File: src/rtl/sccb_target.sv
// sccb_target
//   SCCB / I2C responder. SCL and SDA are oversampled with the fast system
//   clock; START/STOP, the device address, the register pointer and write/read
//   data bytes are decoded. SDA is driven open-drain through sda_oe_o.
//   Register accesses are presented as one-cycle strobes.
//
// Parameters
//   DEVICE_ADDR  7-bit target address (write 0x42 / read 0x43 for 7'h21)
//   SYNC_STAGES  flops in each SCL/SDA input synchroniser (>= 2)
//
// Ports
//   clk_i        system clock, at least 20x the SCL frequency
//   reset_ni     asynchronous active-low reset
//   scl_i        bus SCL (never stretched by this target)
//   sda_i        bus SDA as seen at the pad
//   sda_oe_o     1 = pull SDA low, 0 = release
//   reg_addr_o   register pointer, valid with reg_we_o / reg_re_o
//   reg_wdata_o  write data, valid with reg_we_o
//   reg_we_o     one-cycle write strobe
//   reg_re_o     one-cycle read strobe
//   reg_rdata_i  read data, sampled one clock after reg_re_o
//   busy_o       high from an addressed START until the following STOP
module sccb_target #(
    parameter logic [6:0] DEVICE_ADDR = 7'h21,
    parameter int         SYNC_STAGES = 2
) (
    input  logic       clk_i,
    input  logic       reset_ni,
    input  logic       scl_i,
    input  logic       sda_i,
    output logic       sda_oe_o,
    output logic [7:0] reg_addr_o,
    output logic [7:0] reg_wdata_o,
    output logic       reg_we_o,
    output logic       reg_re_o,
    input  logic [7:0] reg_rdata_i,
    output logic       busy_o
);

    typedef enum logic [3:0] {
        IDLE,
        ADDR,
        ADDR_ACK,
        REG,
        REG_ACK,
        WDATA,
        WDATA_ACK,
        RDATA,
        RDATA_ACK,
        IGNORE
    } state_t;

    state_t state, state_next;

    logic [SYNC_STAGES-1:0] scl_sync, sda_sync;
    logic                   scl_dly, sda_dly;
    logic                   scl_s, sda_s;
    logic                   scl_rise, scl_fall, sda_rise, sda_fall;
    logic                   start_det, stop_det;
    logic [2:0]             bit_cnt;
    logic [7:0]             shift;
    logic [7:0]             byte_in;
    logic                   byte_done;
    logic                   addr_match;
    logic                   rw_q;
    logic                   load_p1;

    // Input synchronisers plus one extra flop for edge detection. They reset
    // to the idle-bus level so leaving reset never fakes a START.
    always_ff @(posedge clk_i or negedge reset_ni) begin
        if (!reset_ni) begin
            scl_sync <= '1;
            sda_sync <= '1;
            scl_dly  <= 1'b1;
            sda_dly  <= 1'b1;
        end else begin
            scl_sync <= {scl_sync[SYNC_STAGES-2:0], scl_i};
            sda_sync <= {sda_sync[SYNC_STAGES-2:0], sda_i};
            scl_dly  <= scl_sync[SYNC_STAGES-1];
            sda_dly  <= sda_sync[SYNC_STAGES-1];
        end
    end

    assign scl_s    = scl_sync[SYNC_STAGES-1];
    assign sda_s    = sda_sync[SYNC_STAGES-1];
    assign scl_rise = scl_s & ~scl_dly;
    assign scl_fall = ~scl_s & scl_dly;
    assign sda_rise = sda_s & ~sda_dly;
    assign sda_fall = ~sda_s & sda_dly;

    // SCL must be high on both samples so an SDA change that lands next to
    // an SCL edge is not mistaken for a bus condition.
    assign start_det = sda_fall & scl_s & scl_dly;
    assign stop_det  = sda_rise & scl_s & scl_dly;

    assign byte_in    = {shift[6:0], sda_s};
    assign byte_done  = scl_rise & (bit_cnt == 3'd7);
    // On the 8th rise shift[6:0] holds the seven address bits; sda_s is R/W.
    assign addr_match = (shift[6:0] == DEVICE_ADDR);

    // State register
    always_ff @(posedge clk_i or negedge reset_ni) begin
        if (!reset_ni) begin
            state <= IDLE;
        end else begin
            state <= state_next;
        end
    end

    // Next-state logic. In the ACK states sda_oe_o doubles as the phase flag:
    // low until the 8th SCL fall, high until the 9th.
    always_comb begin
        state_next = state;
        if (start_det) begin
            state_next = ADDR;
        end else if (stop_det) begin
            state_next = IDLE;
        end else begin
            case (state)
                ADDR:      if (byte_done) state_next = addr_match ? ADDR_ACK : IGNORE;
                ADDR_ACK:  if (scl_fall && sda_oe_o) state_next = rw_q ? RDATA : REG;
                REG:       if (byte_done) state_next = REG_ACK;
                REG_ACK:   if (scl_fall && sda_oe_o) state_next = WDATA;
                WDATA:     if (byte_done) state_next = WDATA_ACK;
                WDATA_ACK: if (scl_fall && sda_oe_o) state_next = WDATA;
                RDATA:     if (!load_p1 && scl_fall && bit_cnt == 3'd7) state_next = RDATA_ACK;
                RDATA_ACK: begin
                    if (scl_rise && sda_s) begin
                        state_next = IGNORE;
                    end else if (scl_fall) begin
                        state_next = RDATA;
                    end
                end
                default:   state_next = state;
            endcase
        end
    end

    // Output logic: the read strobe coincides with the SCL fall that closes
    // the address ACK (read direction) or a controller ACK after read data.
    always_comb begin
        reg_re_o = 1'b0;
        if (!start_det && !stop_det && scl_fall) begin
            if (state == ADDR_ACK && sda_oe_o && rw_q) begin
                reg_re_o = 1'b1;
            end
            if (state == RDATA_ACK) begin
                reg_re_o = 1'b1;
            end
        end
    end

    // Control and register-bus datapath
    always_ff @(posedge clk_i or negedge reset_ni) begin
        if (!reset_ni) begin
            sda_oe_o    <= 1'b0;
            busy_o      <= 1'b0;
            reg_addr_o  <= 8'h00;
            reg_wdata_o <= 8'h00;
            reg_we_o    <= 1'b0;
            bit_cnt     <= 3'd0;
            rw_q        <= 1'b0;
            load_p1     <= 1'b0;
        end else begin
            reg_we_o <= 1'b0;
            load_p1  <= reg_re_o;
            if (start_det) begin
                sda_oe_o <= 1'b0;
                bit_cnt  <= 3'd0;
            end else if (stop_det) begin
                sda_oe_o <= 1'b0;
                busy_o   <= 1'b0;
                bit_cnt  <= 3'd0;
            end else begin
                case (state)
                    ADDR: begin
                        if (scl_rise) begin
                            bit_cnt <= bit_cnt + 3'd1;
                            if (bit_cnt == 3'd7) begin
                                rw_q <= sda_s;
                                if (addr_match) busy_o <= 1'b1;
                            end
                        end
                    end
                    REG: begin
                        if (scl_rise) begin
                            bit_cnt <= bit_cnt + 3'd1;
                            if (bit_cnt == 3'd7) reg_addr_o <= byte_in;
                        end
                    end
                    WDATA: begin
                        if (scl_rise) begin
                            bit_cnt <= bit_cnt + 3'd1;
                            if (bit_cnt == 3'd7) begin
                                reg_we_o    <= 1'b1;
                                reg_wdata_o <= byte_in;
                            end
                        end
                    end
                    ADDR_ACK, REG_ACK: begin
                        if (scl_fall) begin
                            sda_oe_o <= ~sda_oe_o;
                            bit_cnt  <= 3'd0;
                        end
                    end
                    WDATA_ACK: begin
                        if (scl_fall) begin
                            sda_oe_o <= ~sda_oe_o;
                            bit_cnt  <= 3'd0;
                            if (sda_oe_o) reg_addr_o <= reg_addr_o + 8'd1;
                        end
                    end
                    RDATA: begin
                        // The MSB goes out as soon as read data arrives; the
                        // remaining seven bits follow on SCL falls, and the
                        // 8th fall hands SDA back for the controller's ACK.
                        if (load_p1) begin
                            sda_oe_o <= ~reg_rdata_i[7];
                            bit_cnt  <= 3'd0;
                        end else if (scl_fall) begin
                            if (bit_cnt == 3'd7) begin
                                sda_oe_o <= 1'b0;
                            end else begin
                                sda_oe_o <= ~shift[7];
                                bit_cnt  <= bit_cnt + 3'd1;
                            end
                        end
                    end
                    RDATA_ACK: begin
                        // Advance on the ACK so the following read strobe
                        // already carries the next address.
                        if (scl_rise && !sda_s) reg_addr_o <= reg_addr_o + 8'd1;
                    end
                    default: ;
                endcase
            end
        end
    end

    // Byte shift register (data only, no reset): assembles incoming bytes
    // and serialises outgoing read data.
    always_ff @(posedge clk_i) begin
        if (load_p1) begin
            shift <= {reg_rdata_i[6:0], 1'b0};
        end else if (scl_rise && (state == ADDR || state == REG || state == WDATA)) begin
            shift <= byte_in;
        end else if (scl_fall && state == RDATA) begin
            shift <= {shift[6:0], 1'b0};
        end
    end

endmodule

File: config.mk
export PLATFORM = sky130hd
export DESIGN_NAME = sccb_target
export DESIGN_NICKNAME = d
export VERILOG_FILES = /design/src/rtl/sccb_target.sv
export SDC_FILE = /design/constraint.sdc
export NUM_CORES = 1
export LEC_CHECK = 0
export ABC_AREA = 1
export CAP_MARGIN = 20
export CORE_ASPECT_RATIO = 0.6
export CORE_UTILIZATION = 57
export CTS_BUF_LIST = sky130_fd_sc_hd__clkbuf_4 sky130_fd_sc_hd__clkbuf_8
export CTS_CLUSTER_DIAMETER = 120
export DETAILED_ROUTE_END_ITERATION = 7
export PLACE_DENSITY = 0.82
export SETUP_SLACK_MARGIN = 0.5
export SYNTH_ARGS = -nofsm -noshare
export SYNTH_HDL_FRONTEND = slang
export SYNTH_SLANG_ARGS = --single-unit
File: constraint.sdc
create_clock -name clk_i -period 1.91 [get_ports clk_i]
set_input_delay 0.191 -clock clk_i [delete_from_list [all_inputs] [get_ports clk_i]]
set_output_delay 0.191 -clock clk_i [all_outputs]
set_load 0.05 [all_outputs]
==> run_1/m1.png <==
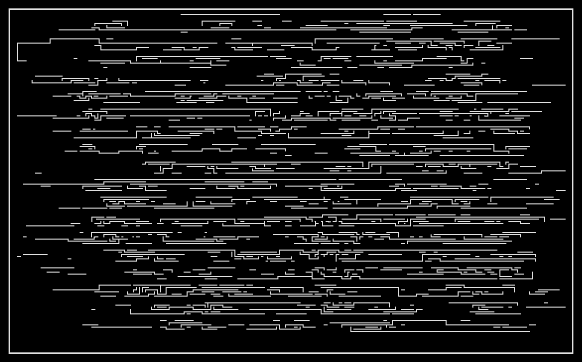
The wires run mostly horizontal. 343 nets have wire on it. The longest straight run is 37.3 um. The layer holds 41% of the routed length. The layer carries 3300 um of wire.

==> run_1/m2.png <==
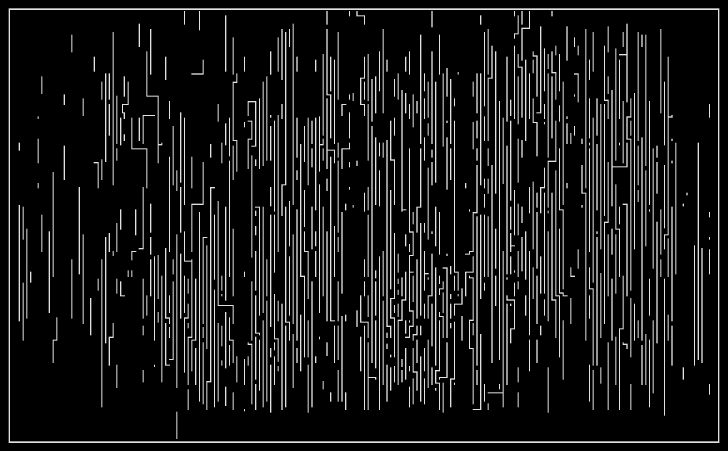
The wires run mostly vertical. The layer carries 3570 um of wire.
GRT met2 Usage: 55.2%
vias: 2497
Total Wirelength: 7970 um

==> run_1/m3.png <==
The bar under the picture is 20 um long.
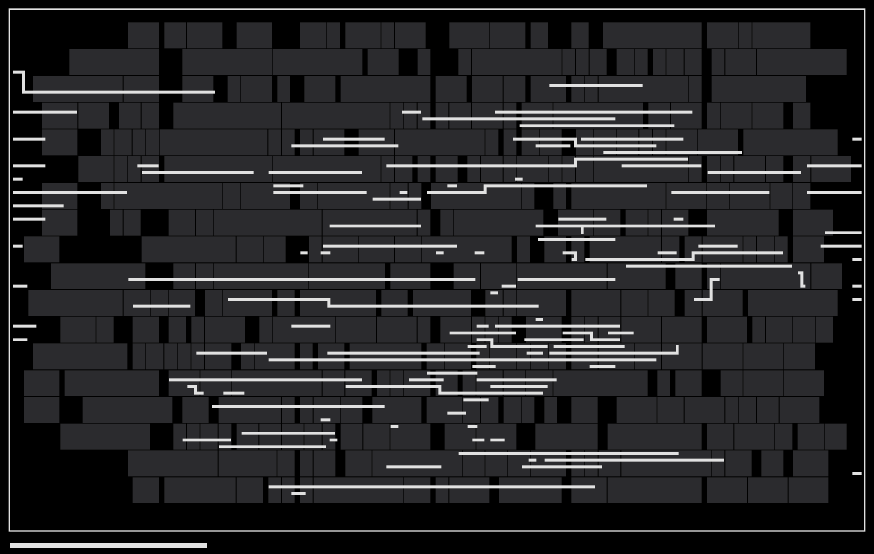
The longest straight run is 39.1 um. 88 nets have wire on it. The layer holds 11% of the routed length. The wires run mostly horizontal.

==> reports/results.tsv, run 1 <==
stage	metric	value	unit
final_layout	nNonClkBuffers	73	
grt	top_usage_layer	met2	
grt	grtUsageMet1	49.7	%
run	maxCapViolations	0	
routing	drt_iter0_drc	270	
setup_path	start_kind	flop	
synth	top_cell	nand2_1	
final_layout	utilization	85.9	%
final_layout	fin_nets	377	
final_layout	fillers	201	
routing	vias_per_cell	5.90	
final_layout	final_area	0.00354	mm^2
final_timing	slew_headroom	66.2	%
cts	clk_latency	0.30	ns
cts	cts_buffers	5	
final_timing	setup_violations	0	
setup_path	rr_worst_depth	10	
setup_path	cp-end-kind	output pin	
setup_path	path_max_fanout	2	
cts	cts_resized	82	
place	dpl.hpwl	4300	um
synth	ys_cells	288	
synth	async_flop_share	81.0	%
setup_path	required	1.72	ns
run	warning_count	30	
synth	ff_type	dfrtp_1	
min_path	hp-class	input pin to async pin	
final_layout	num-multi-input-gates	206	
cts	cts_max_path_buffers	2	
cts	clk_pin_slew	0.09	ns
die	fp.dieH	52.9	um
power	p_int	2.55	mW
power	p_sw	2.46	mW
power	power_leakage	1.64	nW
setup_path	endpoint	reg_re_o	
setup_path	cp-startpoint	state[2]	
final_layout	buf_share	18.6	%
final_timing	fmax	565	MHz
final_layout	drive_gt1_share	48.5	%
setup_path	crit_slowest_cell	dfrtp_2	
final_timing	report.final.slew_viol_count	0	
synth	synth_flops	42	
grt	grt_pass1_wl	11800	um
power	power.share.combinational	60.7	%
die	chipArea	0.00459	mm^2
final_layout	nonClockInverterCount	34	
synth	ys_types	43	
die	ios	32	
cts	cts_setup_buffers	29	
synth	synth.top_cell.area_share	28.5	%
synth	synthTopCellsByArea	dfrtp_1 (28%), nand2_1 (11%), edfxtp_1 (8.5%)	
synth	edf_count	7	
final_layout	final_layout_top_logic_cells	nand2_1 (57), buf_4 (32), nand2_2 (21)	
place	dpl_cell_area	0.00291	mm^2
routing	wl_met3	850	um
final_layout	comb-cell-share	41.6	%
synth	ys_chip_area	0.00246	mm^2
synth	yosysWarnings	0	
final_timing	hold_viol	0	
power	peakVddDrop	0.715	mV
cts	cts_hold_buf	0	
cts	cts_tree	yes	
run_status	outcome	complete, no violations	
setup_path	crit_arrival	1.58	ns
routing	wl_met1	3300	um
grt	grt_max_degree	35	
die	taps	60	
final_layout	flop_area	0.00110	mm^2
routing	remaining_drc_errors	0	
power	swShare	49.1	%
final_timing	fin_crit	1.77	ns
setup_path	crit_type	flop to output pin	
setup_path	max_stage_delay	0.43	ns
final_layout	clock_buffers	5	
final_layout	diodes	0	
final_timing	layout_setup_ws	0.139	ns
grt	grt.overflow.total	0	
final_layout	area_growth	43.8	%
-- run 1: logic make-up (layout without fill, tap and decap cells) --
| group | Yosys count | after routing | synth area share [%] |
|---|---|---|---|
| adder cells (fa/ha/maj) | 3 | 3 | 1.53 |
| XOR/XNOR | 5 | 5 | 1.78 |
| AND-OR/OR-AND | 47 | 47 | 12.8 |
| AND/OR/NAND/NOR | 150 | 151 | 31.7 |
| buffers and inverters | 41 | 115 | 7.98 |
| flip-flops | 42 | 42 | 44.2 |
-- run 1: power groups by stage --
stage | Combinational, mW | Sequential [mW] | Clock (mW)
floorplan | 1.32 | 1.65 | 0
global placement | 2.06 | 1.40 | 0
detailed placement | 2.09 | 1.41 | 0
CTS | 2.69 | 1.37 | 0.560
global route | 3.22 | 1.42 | 0.602
finish | 3.04 | 1.40 | 0.565
==> run 2: changes to the inputs <==
--- a/config.mk
+++ b/config.mk
@@ -14,6 +14,7 @@
 export DETAILED_ROUTE_END_ITERATION = 7
 export PLACE_DENSITY = 0.82
 export SETUP_SLACK_MARGIN = 0.5
+export SLEW_MARGIN = 20
 export SYNTH_ARGS = -nofsm -noshare
 export SYNTH_HDL_FRONTEND = slang
 export SYNTH_SLANG_ARGS = --single-unit
==> run_2/m4.png <==
The bar under the picture is 20 um long.
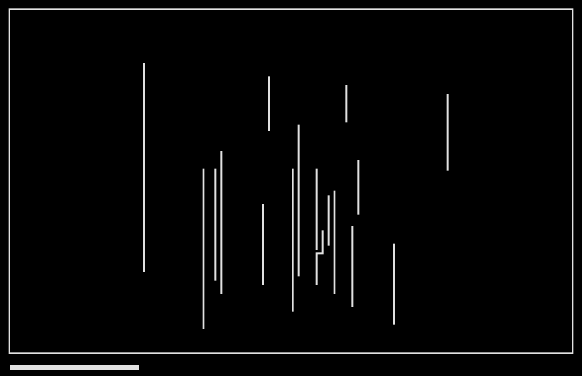
The layer carries 255 um of wire. The layer holds 3.2% of the routed length. The longest straight run is 32.0 um. The wires run mostly vertical.

==> run_2/m2.png <==
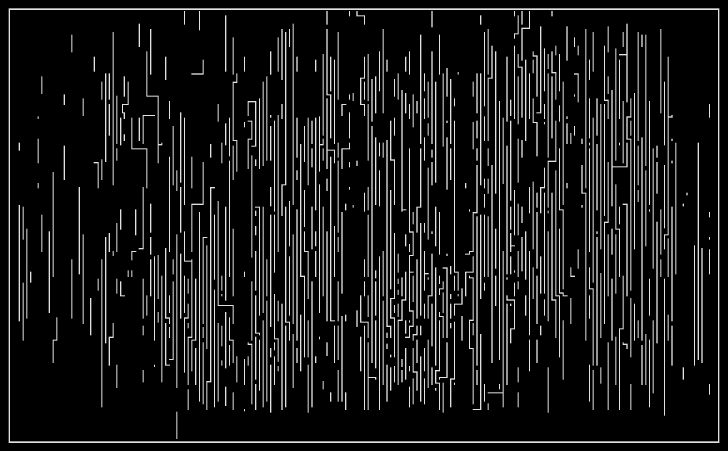
The longest straight run is 31.6 um. The wires run mostly vertical. The layer carries 3570 um of wire. The layer holds 45% of the routed length. 334 nets have wire on it.

==> reports/results.tsv, run 2 <==
stage	metric	value	unit	change
run_status	outcome	complete, no violations		
routing	vias	2497		unchanged
cts	clk_pin_slew	0.09	ns	about the same
place	dpl_cell_area	0.00291	mm^2	unchanged
grt	grt_max_degree	35		unchanged
cts	cts_tree	yes		
synth	ys_cells	288		unchanged
setup_path	crit_arrival	1.58	ns	about the same
synth	ff_type	dfrtp_1		
routing	remaining_drc_errors	0		unchanged
power	p_seq	1.40	mW	about the same
final_timing	report.final.slew_viol_count	0		unchanged
final_layout	drive_gt1_share	48.5	%	unchanged
setup_path	path_delay_family	simple AND/OR/NAND/NOR gates		
final_layout	final_layout_top_logic_cells	nand2_1 (57), buf_4 (32), nand2_2 (21)		
synth	synth_area_leader_cell	dfrtp_1		
final_layout	fin_nets	377		unchanged
synth	mux_area_share	0	%	unchanged
power	power_leakage	1.64	nW	unchanged
grt	grt_pass1_wl	11800	um	unchanged
die	chipArea	0.00459	mm^2	unchanged
die	ios	32		unchanged
final_timing	slew_headroom	66.2	%	unchanged
setup_path	crit_slowest_cell	dfrtp_2		
final_layout	final_area	0.00354	mm^2	unchanged
final_layout	fillers	201		unchanged
setup_path	max_stage_delay	0.43	ns	about the same
cts	cts_max_path_buffers	2		unchanged
routing	drt_iter0_drc	270		unchanged
synth	logic_family	simple AND/OR/NAND/NOR gates		
synth	ys_types	43		unchanged
routing	antenna_left	0		
power	power.share.combinational	60.7	%	about the same
final_layout	flop_area	0.00110	mm^2	unchanged
final_timing	fin_crit	1.77	ns	unchanged
setup_path	cp-end-kind	output pin		
synth	synth.top_cell.area_share	28.5	%	unchanged
synth	yosysWarnings	0		unchanged
power	top_power_group	combinational logic		
run	warning_count	30		unchanged
synth	edf_count	7		unchanged
synth	ys_sh_aoi	12.8	%	unchanged
setup_path	path_max_fanout	2		unchanged
power	peakVddDrop	0.715	mV	unchanged
setup_path	start_kind	flop		
synth	ys_chip_area	0.00246	mm^2	unchanged
setup_path	endpoint	reg_re_o		
synth	simple_gate_share	31.7	%	unchanged
cts	cts_buffers	5		unchanged
min_path	hp-class	input pin to async pin		
final_layout	diodes	0		unchanged
final_timing	layout_setup_ws	0.139	ns	unchanged
final_layout	area_growth	43.8	%	unchanged
power	p_sw	2.46	mW	unchanged
setup_path	rr_worst_depth	10		unchanged
power	power_clock	0.565	mW	about the same
final_timing	fmax	565	MHz	unchanged
final_layout	utilization	85.9	%	unchanged
setup_path	cp-startpoint	state[2]		
setup_path	crit_type	flop to output pin		
synth	synth_flops	42		unchanged
cts	clk_latency	0.30	ns	about the same
synth	async_flop_share	81.0	%	unchanged
synth	top_cell	nand2_1		
routing	finalWirelength	7970	um	unchanged
die	fp.dieH	52.9	um	unchanged
synth	xor_share	1.78	%	unchanged
final_timing	setup_violations	0		unchanged
power	swShare	49.1	%	unchanged
synth	yosys.area_share.adder	1.53	%	unchanged
final_timing	hold_viol	0		unchanged
synth	synthTopCellsByArea	dfrtp_1 (28%), nand2_1 (11%), edfxtp_1 (8.5%)		
place	dpl.hpwl	4300	um	unchanged
==> run 2: area by class of cell <==
cell class                 count  area share [%]
clock buffer                   5            1.94
clock inverter                 3           0.460
inverter                      34            4.21
multi-input combinational    206            41.6
sequential                    42            31.0
tap                           60            2.12
timing repair buffer          73            18.6
==> run 2: per-layer routing <==
metal	vias up	share of wire (%)	GRT usage (%)	routed length, um
li1	1096	-	-	-
met3	35	11	8.42	850
met4	0	3.2	13.3	254
met5	-	0	0	0
met1	1180	41	49.7	3300
met2	186	45	55.2	3570
==> run 2: timing repair <==
action | 4_1_cts | 5_1_grt
setup buffers | 29 | 5
pin swaps | 22 | 10
cloned | 2 | 0
endpoints found under the setup margin | 52 | 46
resized | 82 | 36
hold buffers | 0 | 0
==> run_2/m3.png <==
The bar under the picture is 20 um long.
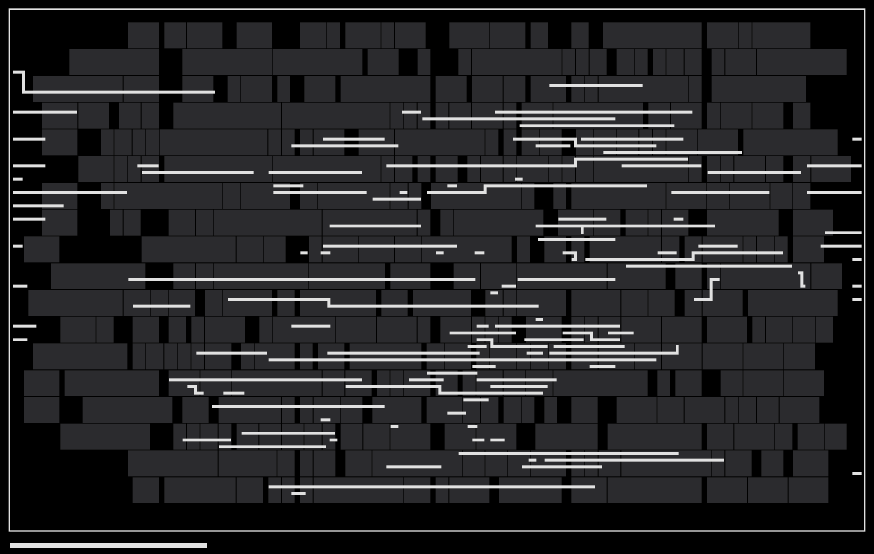

==> run 3: changes to the inputs <==
--- a/config.mk
+++ b/config.mk
@@ -18,3 +18,4 @@
 export SYNTH_ARGS = -nofsm -noshare
 export SYNTH_HDL_FRONTEND = slang
 export SYNTH_SLANG_ARGS = --single-unit
+export TNS_END_PERCENT = 10
==> run_3/m3.png <==
The bar under the picture is 20 um long.
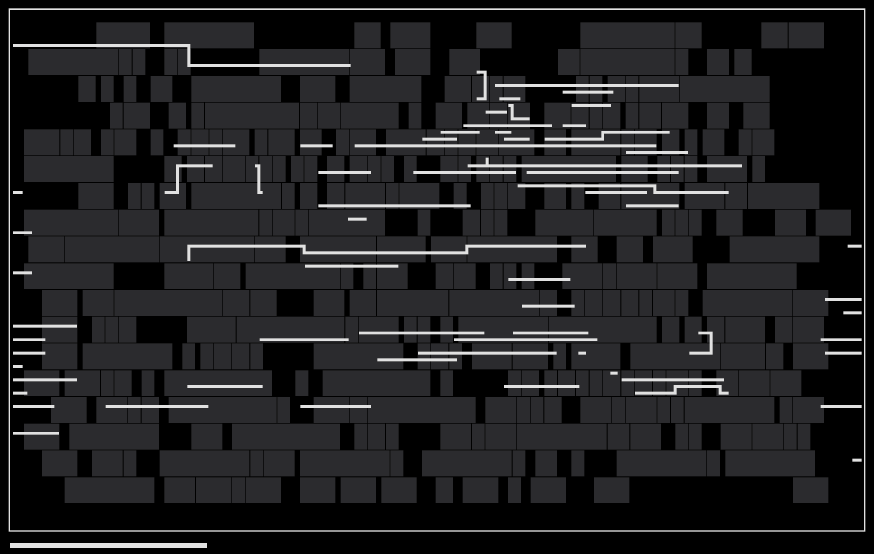
The longest straight run is 30.4 um. The wires run mostly horizontal. The layer holds 8.5% of the routed length.

==> reports/results.tsv, run 3 <==
stage	metric	value	unit	change
setup_path	crit_arrival	1.52	ns	-0.06 ns
final_layout	area_growth	28.1	%	
cts	clk_pin_slew	0.08	ns	about the same
die	ios	32		unchanged
synth	synth_area_leader_cell	dfrtp_1		
final_timing	fmax	584	MHz	+3.4%
power	swShare	45.6	%	-3.5 points
grt	grt_max_degree	35		unchanged
synth	ys_cells	288		unchanged
final_timing	fin_crit	1.71	ns	-0.0588 ns
cts	cts_max_path_buffers	2		unchanged
power	power_leakage	1.43	nW	-13%
final_timing	slew_headroom	66.7	%	+0.52 points
synth	ff_type	dfrtp_1		
routing	finalWirelength	5980	um	-25%
final_layout	final_area	0.00315	mm^2	-11%
final_layout	fin_nets	353		-6.4%
setup_path	path_max_fanout	4		+2
synth	yosysWarnings	0		unchanged
routing	route.met2.wl	2550	um	-29%
power	p_seq	1.37	mW	about the same
setup_path	cp-startpoint	reg_addr_o[4]		
die	chipArea	0.00459	mm^2	unchanged
routing	drt_iter0_drc	239		-11%
final_timing	rsz0062_at_grt	yes		
final_layout	utilization	76.5	%	-9.4 points
final_timing	report.final.slew_viol_count	0		unchanged
synth	top_cell	nand2_1		
final_timing	setup_violations	0		unchanged
setup_path	start_kind	flop		
cts	cts_buffers	5		unchanged
cts	cts_resized	28		-66%
cts	clk_latency	0.30	ns	about the same
setup_path	crit_slowest_cell	clkdlybuf4s50_1		
setup_path	max_stage_delay	0.82	ns	+0.39 ns
power	power.share.combinational	53.2	%	-7.5 points
place	dpl.hpwl	4110	um	-4.5%
grt	top_usage_layer	met1		
setup_path	worst-path-buf-inv	1		
routing	remaining_drc_errors	0		unchanged
final_layout	final_layout_top_logic_cells	nand2_1 (69), clkdlybuf4s50_1 (26), dfrtp_1 (25)		
setup_path	rr_worst_depth	8		-2
final_layout	drive_gt1_share	31.6	%	-17 points
final_timing	hold_viol	0		unchanged
synth	async_flop_share	81.0	%	unchanged
setup_path	path_delay_family	buffers and inverters		
final_layout	diodes	0		unchanged
routing	antenna_left	0		unchanged
synth	synth.top_cell.area_share	28.5	%	unchanged
cts	cts_setup_buffers	12		-59%
cts	cts_hold_buf	0		unchanged
final_timing	layout_setup_ws	0.198	ns	+0.0588 ns
grt	use_met3	5.15	%	-3.3 points
setup_path	endpoint	reg_addr_o[4]		
synth	edf_count	7		unchanged
die	fp.dieH	52.9	um	unchanged
setup_path	crit_type	flop to output pin		
routing	wl_met1	2850	um	-14%
routing	top_layer	met4		
power	peakVddDrop	0.671	mV	-6.2%
synth	ys_types	43		unchanged
run_status	outcome	complete, no violations		
synth	synthTopCellsByArea	dfrtp_1 (28%), nand2_1 (11%), edfxtp_1 (8.5%)		
place	dpl_cell_area	0.00285	mm^2	-1.9%
routing	vias	2176		-13%
routing	wl_met3	508	um	-40%
grt	met2_usage	42.8	%	-12 points
==> run_3/ff_map.png <==
The bar under the picture is 20 um long. Other sequential cells in the stronger grey, the rest of the logic in the fainter grey.
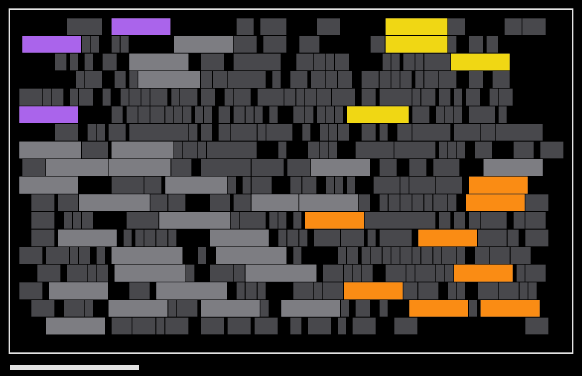
Orange stands for reg_addr_o, sequential cells 8. Yellow stands for state, sequential cells 4, where top right. Purple stands for bit_cnt, sequential cells 3.
Another 27 sequential cells are not coloured.

-- run 3: cell counts after synthesis --
Identical to the previous run, type by type.
-- run 3: kinds of logic after synthesis --
| family | after synthesis | synth area share, % |
|---|---|---|
| buffers and inverters | 41 | 7.98 |
| flip-flops | 42 | 44.2 |
| AND-OR/OR-AND | 47 | 12.8 |
| adder cells (fa/ha/maj) | 3 | 1.53 |
| XOR/XNOR | 5 | 1.78 |
| AND/OR/NAND/NOR | 150 | 31.7 |
-- run 3: final cells by class --
class                   instances  area [um^2]
multi-input cells             205         1260
flip-flops and latches         42         1090
fillers                       297          968
repair buffers                 50          477
inverters                      34          136
clock buffers                   6         76.3
well taps                      60         75.1
clock inverters                 2         37.5

==> gallery <==
Routing congestion.
picture 1
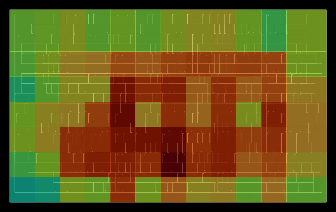
picture 2
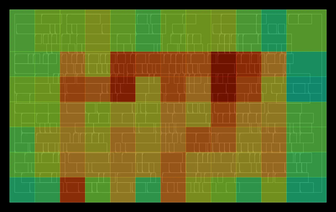
Picture 1 is run 1.
Picture 2 is run 3.

Power is estimated from default activity; no workload was simulated.
